Fig. 1: run 1, clock wires, drivers and flops
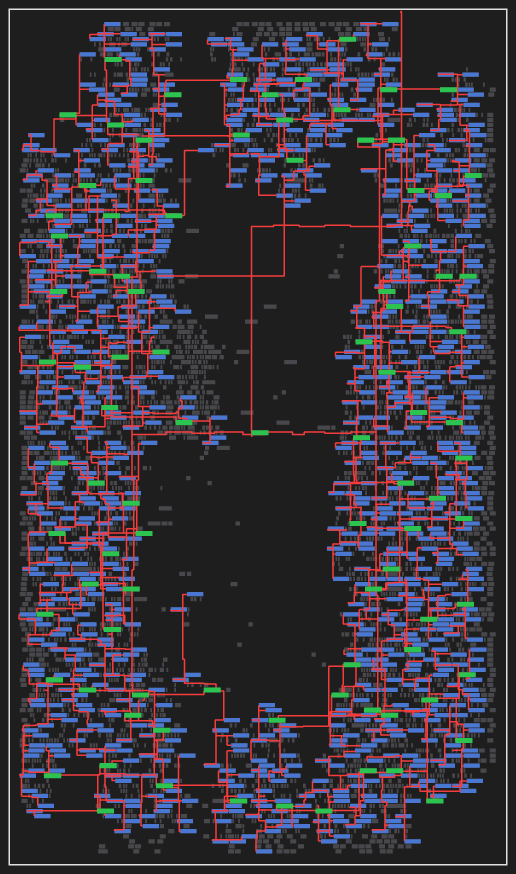
Fig. 2: run 1, cells by drive strength
The bar under the picture is 100 µm long.
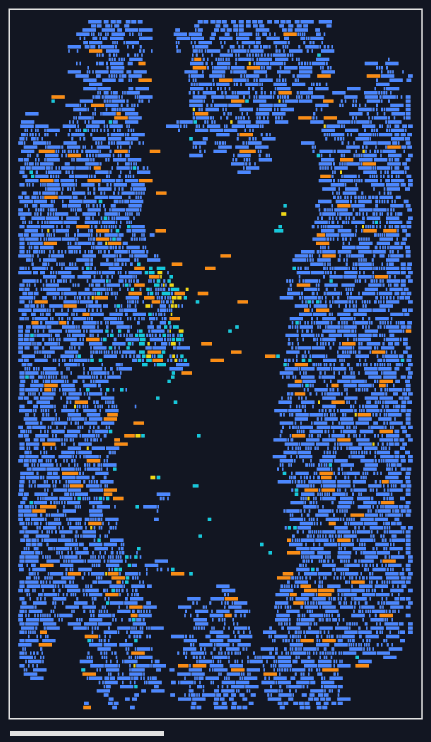
Fig. 3: run 1, met4 routing
The bar under the picture is 100 µm long.
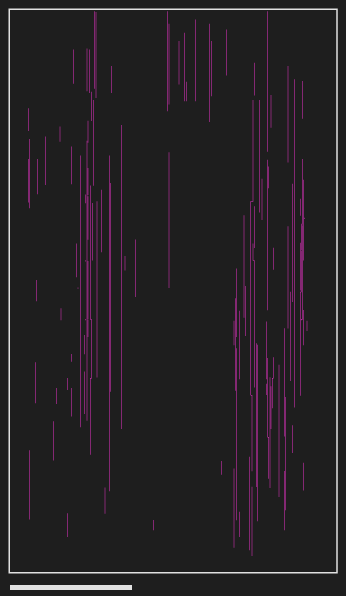
Fig. 4: run 1, the clock network
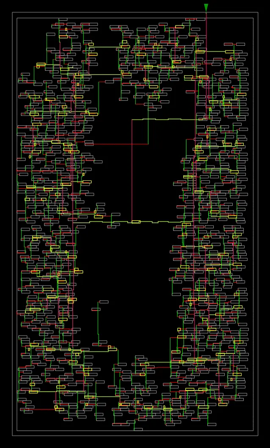
`src/rtl/fifo_wrwidth_expander.sv`:
```
// Packs WRRATIO narrow input words into one wide word and writes it to a
// downstream FIFO. FLUSH emits a partially assembled word padded with PADWORD.
module fifo_wrwidth_expander #(
    parameter int                 WRWIDTH    = 32,
    parameter int                 WRRATIO    = 16,
    parameter int                 SHIFTORDER = 1,
    parameter logic [WRWIDTH-1:0] PADWORD    = '0
) (
    input  logic                       CLK,
    input  logic                       RESET_N,
    input  logic [WRWIDTH-1:0]         DIN,
    input  logic                       DIN_VALID,
    output logic                       DIN_READY,
    input  logic                       FLUSH,
    output logic [WRWIDTH*WRRATIO-1:0] DOUT,
    output logic                       WR_EN,
    input  logic                       FULL,
    output logic                       BUSY
);

    localparam int CW = (WRRATIO > 1) ? $clog2(WRRATIO) : 1;
    localparam int OW = WRWIDTH * WRRATIO;

    logic [CW-1:0] r_cnt;
    logic          r_out_pending;
    logic          r_flush_pend;
    logic [OW-1:0] r_buf;
    logic [OW-1:0] r_dout;

    logic          w_accept;
    logic          w_last_slot;
    logic          w_complete;
    logic          w_flush_fire;
    logic          w_emit;
    logic [CW:0]   w_filled;
    logic [OW-1:0] w_buf_next;
    logic [OW-1:0] w_emit_word;

    assign w_last_slot  = (r_cnt == CW'(WRRATIO - 1));
    assign DIN_READY    = ~(r_out_pending && (w_last_slot || r_flush_pend));
    assign WR_EN        = r_out_pending && ~FULL;
    assign BUSY         = (r_cnt != '0) || r_out_pending || r_flush_pend;
    assign DOUT         = r_dout;

    assign w_accept     = DIN_VALID && DIN_READY;
    assign w_complete   = w_accept && w_last_slot;
    assign w_flush_fire = r_flush_pend && ~r_out_pending;
    assign w_emit       = w_complete || w_flush_fire;
    assign w_filled     = {1'b0, r_cnt} + (CW + 1)'(w_accept);

    // Slots at or beyond the fill count are replaced by PADWORD on emit, so
    // stale buffer contents from an earlier word never leak into the output.
    for (genvar gi = 0; gi < WRRATIO; gi++) begin : g_slot
        localparam int POS = (SHIFTORDER != 0) ? (WRRATIO - 1 - gi) : gi;
        logic w_fill;
        logic w_keep;
        assign w_fill = w_accept && (r_cnt == CW'(gi));
        assign w_keep = ((CW + 1)'(gi) < w_filled);
        assign w_buf_next[POS*WRWIDTH +: WRWIDTH]  = w_fill ? DIN : r_buf[POS*WRWIDTH +: WRWIDTH];
        assign w_emit_word[POS*WRWIDTH +: WRWIDTH] = w_keep ? w_buf_next[POS*WRWIDTH +: WRWIDTH]
                                                            : PADWORD;
    end

    always_ff @(posedge CLK or negedge RESET_N) begin
        if (!RESET_N) begin
            r_cnt         <= '0;
            r_out_pending <= 1'b0;
            r_flush_pend  <= 1'b0;
            r_buf         <= '0;
            r_dout        <= '0;
        end else begin
            if (w_accept) begin
                r_buf <= w_buf_next;
            end
            if (w_emit) begin
                // A FLUSH seen on an emitting edge is already satisfied by this word.
                r_dout        <= w_emit_word;
                r_out_pending <= 1'b1;
                r_cnt         <= '0;
                r_flush_pend  <= 1'b0;
            end else begin
                if (WR_EN) begin
                    r_out_pending <= 1'b0;
                end
                if (w_accept) begin
                    r_cnt <= r_cnt + CW'(1);
                end
                if (FLUSH && ((r_cnt != '0) || w_accept)) begin
                    r_flush_pend <= 1'b1;
                end
            end
        end
    end

endmodule

```
`config.mk`:
```
export PLATFORM = sky130hd
export DESIGN_NAME = fifo_wrwidth_expander
export DESIGN_NICKNAME = d
export VERILOG_FILES = /design/src/rtl/fifo_wrwidth_expander.sv
export SDC_FILE = /design/constraint.sdc
export NUM_CORES = 1
export LEC_CHECK = 0
export ABC_AREA = 1
export ABC_CLOCK_PERIOD_IN_PS = 3100
export CORE_ASPECT_RATIO = 1.75
export CORE_MARGIN = 5
export CORE_UTILIZATION = 35
export CTS_CLUSTER_SIZE = 30
export DETAILED_ROUTE_END_ITERATION = 8
export PLACE_DENSITY = 0.67
export SLEW_MARGIN = 0
export SYNTH_ARGS = -nofsm -noshare
export SYNTH_HDL_FRONTEND = slang
export SYNTH_SLANG_ARGS = --single-unit
export TNS_END_PERCENT = 50
```
`constraint.sdc`:
```
create_clock -name CLK -period 3.1 [get_ports CLK]
set_input_delay 0.62 -clock CLK [delete_from_list [all_inputs] [get_ports CLK]]
set_output_delay 0.62 -clock CLK [all_outputs]
set_load 0.01 [all_outputs]
```
==> impl_metrics.json, run 1 <==
{
  "vias_per_cell": 5.031,
  "hold-path-endpoint": "r_cnt[1]$_DFFE_PN0P_",
  "cts_tree": "yes",
  "swShare_pct": 34.10,
  "cp_slowest_stage_delay_ns": 0.38,
  "yosys_warnings": 0,
  "synth.net_count": 4593,
  "wl_met2_um": 69580,
  "logic_area_mm2": 0.01240,
  "globalplace.congestion": 0.8065,
  "max_freq_mhz": 339.1,
  "num-nets-final": 5073,
  "cp_top_family": "buffers and inverters",
  "combPwrFrac_pct": 25.7,
  "relSlewSlack_pct": 34.65,
  "syn_area_per_cell_um2": 8.922,
  "path_class": "flop to output pin",
  "dp_slack_ns": 0.02249,
  "power.share.sequential_pct": 43.1,
  "ir_drop_v": 0.0004905,
  "crit_path_start": "r_cnt[1]$_DFFE_PN0P_",
  "htreeDepth": 3,
  "die-area_mm2": 0.1231,
  "first_iter_violations": 3199,
  "drive_above_1_share_pct": 6.643,
  "fin_ws_ns": 0.1513,
  "fin_util_pct": 44.50,
  "cts_resized": 5,
  "netlist.area_leader.share_pct": 63.51,
  "warning_count": 46,
  "vias": 33258,
  "edf_count": 0,
  "worst-path-max-fanout": 7,
  "syn_area_mm2": 0.04059,
  "design.core.area_mm2": 0.1154,
  "reg2reg_depth": 18,
  "route.met3.wl_um": 11320,
  "detail-route-antenna-nets": 0,
  "grt_pass1_vias": 32874,
  "clkTransAtPathRegs_ns": 0.07,
  "dr.pass1.iters": 5,
  "synth.distinct_cells": 23,
  "dp.cells": 6436,
  "flop_cell": "dfrtp_1",
  "status": "complete, no violations",
  "lay_top_count": "nand2_1",
  "fin_crit_ns": 2.949
}
Notes on Fig. 1 above:
Key: clock wires = red [length 12800 µm]; cells driving clock nets = green [count 93]; flip-flops = blue [count 1030]
There are 94 routed clock nets.

Notes on Fig. 2 above:
Key: drive 6 and up = orange [cells 159, share 3.1%]; drive 2 = yellow [cells 42, share 0.82%]; drive 1 or less = blue [cells 4764, share 93%]; drive 3 to 4 = cyan [cells 138, share 2.7%]

Notes on Fig. 3 above:
The longest straight run is 275 µm. The wires run mostly vertical. The layer carries 6940 µm of wire.

Notes on Fig. 4 above:
clock skew: 0.02409 ns
total CTS buffers: 93
Clock buffer cells: 132
Clock Power: 11.8 mW
Latency at later pin: 0.70 ns

[run 1: worst register-to-register path: stages, from the launching register on]
cell	delay, ns
dfrtp_1	0.35
ha_1	0.20
nand3_2	0.09
nand2_1	0.11
nand2_4	0.05
nand2_1	0.15
inv_4	0.07
ha_1	0.18
ha_1	0.19
inv_1	0.08
nor2_2	0.06
inv_2	0.15
nand2_1	0.13
a21oi_1	0.27
buf_4	0.20
nor2_4	0.05
buf_4	0.23
nand2_1	0.12
nand2_1	0.06
[run 1: layout make-up]
cell class                      count  area share [%]
Clock inverter                     37          0.7577
Antenna cell                        5         0.02436
Sequential cell                  1030           50.19
Inverter                          311           2.307
Tap cell                         1503           3.662
Timing Repair Buffer              699           13.70
Clock buffer                      132           5.212
Multi-Input combinational cell   2894           24.15
[run 1: power groups by stage]
stage	clock (mW)	sequential [mW]	combinational [mW]
2_1_floorplan	0	16.5	5.29
3_3_place_gp	0	16.5	9.61
3_5_place_dp	0	16.5	9.77
4_1_cts	12.0	16.3	9.81
5_1_grt	12.5	16.5	10.7
6_report	11.8	16.3	9.73
[run 1: flip-flops by register name, indices dropped and copies added, names as in the netlist]
register / flops
DOUT: 512
r_buf: 512
r_cnt: 4
r_flush_pend: 1
r_out_pending: 1
[run 1: logic make-up after synthesis]
group,count (synthesis),synth area share [%]
AND-OR/OR-AND,335,4.140
XOR/XNOR,1,0.02158
adder cells (fa/ha/maj),7,0.2158
buffers and inverters,625,6.332
flip-flops,1030,63.51
AND/OR/NAND/NOR,2551,25.78
[run 1: stage by stage]
step                      area (µm²)  hold WS (ns)
after floorplan                40590        0.3244
after global placement         48250        0.4488
after detailed placement       48250        0.4546
after CTS                      51330        0.3744
after global routing           51350        0.4637
final                          51350        0.4234
==> run 2, diff against run 1 <==
--- a/config.mk
+++ b/config.mk
@@ -9,10 +9,10 @@
 export ABC_CLOCK_PERIOD_IN_PS = 3100
 export CORE_ASPECT_RATIO = 1.75
 export CORE_MARGIN = 5
-export CORE_UTILIZATION = 35
+export CORE_UTILIZATION = 49
 export CTS_CLUSTER_SIZE = 30
 export DETAILED_ROUTE_END_ITERATION = 8
-export PLACE_DENSITY = 0.67
+export PLACE_DENSITY = 0.84
 export SLEW_MARGIN = 0
 export SYNTH_ARGS = -nofsm -noshare
 export SYNTH_HDL_FRONTEND = slang
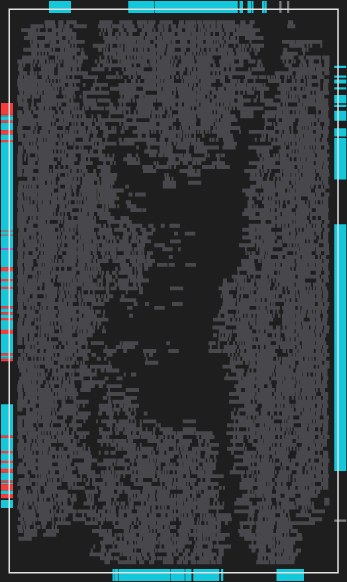
Fig. 5. I/O pins on the die edge (run 2).
Pins as bars across the die edge, other pins in grey.
Key: DOUT = cyan [pins 512, direction output, edge 166 right, 147 left, 104 top, 95 bottom]; DIN_VALID = magenta [pins 1, direction input, edge left]; DIN = red [pins 32, direction input, edge left]

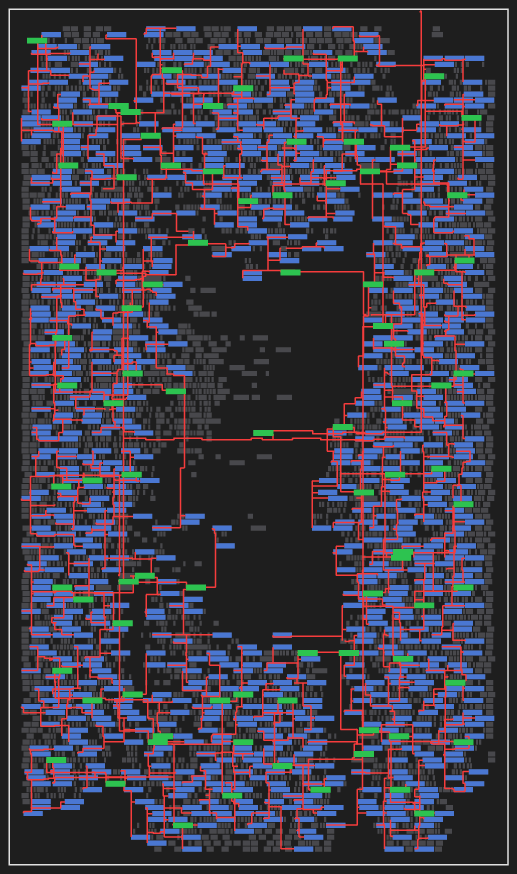
Fig. 6. Clock wires, drivers and flops (run 2).
Clk network pwr share: 31.0%
Latency at later pin: 0.68 ns
Clock Power: 11.6 mW

==> run 2 against run 1 <==
  * Register-to-register slack got worse by 0.10 ns
  * Critical endpoint unchanged
  * Critical path type unchanged
  * First-iteration DRC count increased by 13%
  * Wire length decreased by 6.8%
  * Highest routed layer is now met4
  * Critical path depth unchanged
  * Final area decreased by 1.1%
  * Via count increased by 3.0%
  * Synthesized area unchanged
  * Core utilization increased by 17 points
==> impl_metrics.json, run 2 <==
{
  "fin_crit_ns": 2.975,
  "fin_ws_ns": 0.1249,
  "route.met3.wl_um": 12340,
  "swShare_pct": 33.70,
  "syn_area_mm2": 0.04059,
  "final-nonclk-buf-share_pct": 13.88,
  "core.rowCount": 139,
  "comb_share_pct": 24.46,
  "globalplace.congestion": 0.8547,
  "reg2reg_depth": 16,
  "dp_slack_ns": 0.02086,
  "crit_path_start": "r_cnt[1]$_DFFE_PN0P_",
  "comb_cells": 2897,
  "flop_cell": "dfrtp_1",
  "htreeDepth": 3,
  "first_iter_violations": 3628,
  "path_class": "flop to output pin",
  "yosys_warnings": 0,
  "vias_per_cell": 5.569,
  "relSlewSlack_pct": 33.53,
  "whs_ns": 0.4119,
  "numCtsBuffers": 89,
  "fin_util_pct": 61.89,
  "warning_count": 45,
  "finClkSkew_ns": 0.01767,
  "num-nets-final": 5065,
  "clkTransAtPathRegs_ns": 0.07,
  "die-area_mm2": 0.08891,
  "non_clock_buffer_count": 692,
  "clock_area_share_pct": 5.989,
  "logic_area_mm2": 0.01243,
  "edf_count": 0,
  "design.core.area_mm2": 0.08209,
  "combPwrFrac_pct": 25.4,
  "netlist.area_leader.share_pct": 63.51,
  "tap_cells": 1057,
  "syn_area_per_cell_um2": 8.922,
  "power.share.sequential_pct": 43.6,
  "cts_tree": "yes",
  "status": "complete, no violations",
  "max_freq_mhz": 336.1,
  "lay_top_count": "nand2_1",
  "diodes": 1
}
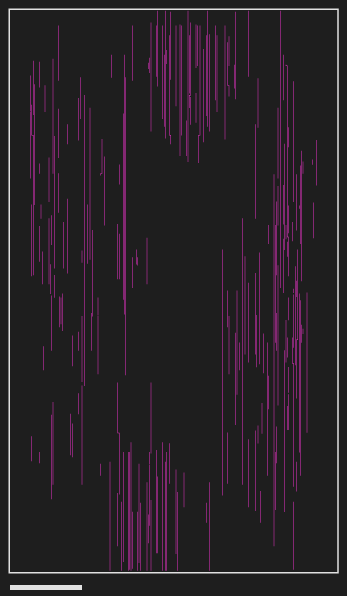
Fig. 7. Met4 routing (run 2).
The bar under the picture is 50 µm long.
via count: 34269
drt total wl: 136900 µm

==> run 2: metrics by stage <==
stage          setup TNS [ns]  cells  cell area, µm²
5_1_grt                -1.269   6152           50810
6_report                    0   6153           50810
2_1_floorplan               0   4549           40590
3_5_place_dp                0   5980           47610
4_1_cts              -0.01970   6146           50660
3_3_place_gp                0   5980           47610
==> run 2: timing repair <==
item	CTS	global route
hold buffers	1	0
endpoints found under the setup margin	5	175
buffers inserted	0	3
pin swaps	1	3
gates cloned	0	3
endpoints found under the hold margin	41	0
resized	4	21
==> run 2: cell families (layout without fill, tap and decap cells) <==
logic type / after synthesis / in the layout / synth area share, %
simple gates: 2551 / 2553 / 25.78
xor+xnor: 1 / 1 / 0.02158
fa+ha+maj: 7 / 7 / 0.2158
other cells: 0 / 1 / 0
compound gates: 335 / 336 / 4.140
buf+inv: 625 / 1168 / 6.332
flops: 1030 / 1030 / 63.51
==> run 2: power by group through the flow <==
| stage | Combinational [mW] | Clock (mW) | Sequential, mW |
|---|---|---|---|
| after global placement | 9.04 | 0 | 16.5 |
| final | 9.55 | 11.6 | 16.4 |
| after CTS | 9.38 | 11.8 | 16.3 |
| after global routing | 10.4 | 12.3 | 16.5 |
| after detailed placement | 9.29 | 0 | 16.5 |
| after floorplan | 5.29 | 0 | 16.5 |
==> run 2: critical path, stage by stage, from the launching register on <==
cell and delay, ns:
dfrtp_1 0.39, buf_4 0.17, inv_1 0.12, ha_1 0.16
inv_1 0.11, nor2_2 0.19, nand3_1 0.17, dlygate4sd2_1 0.37
==> run 2: per-layer routing <==
metal  GRT usage [%]  up-vias
met5               0        -
met4           18.67        0
met1           38.91    16542
met3           5.813      455
met2           47.44     2067
li1                -    15205
Power is estimated from default activity; no workload was simulated.
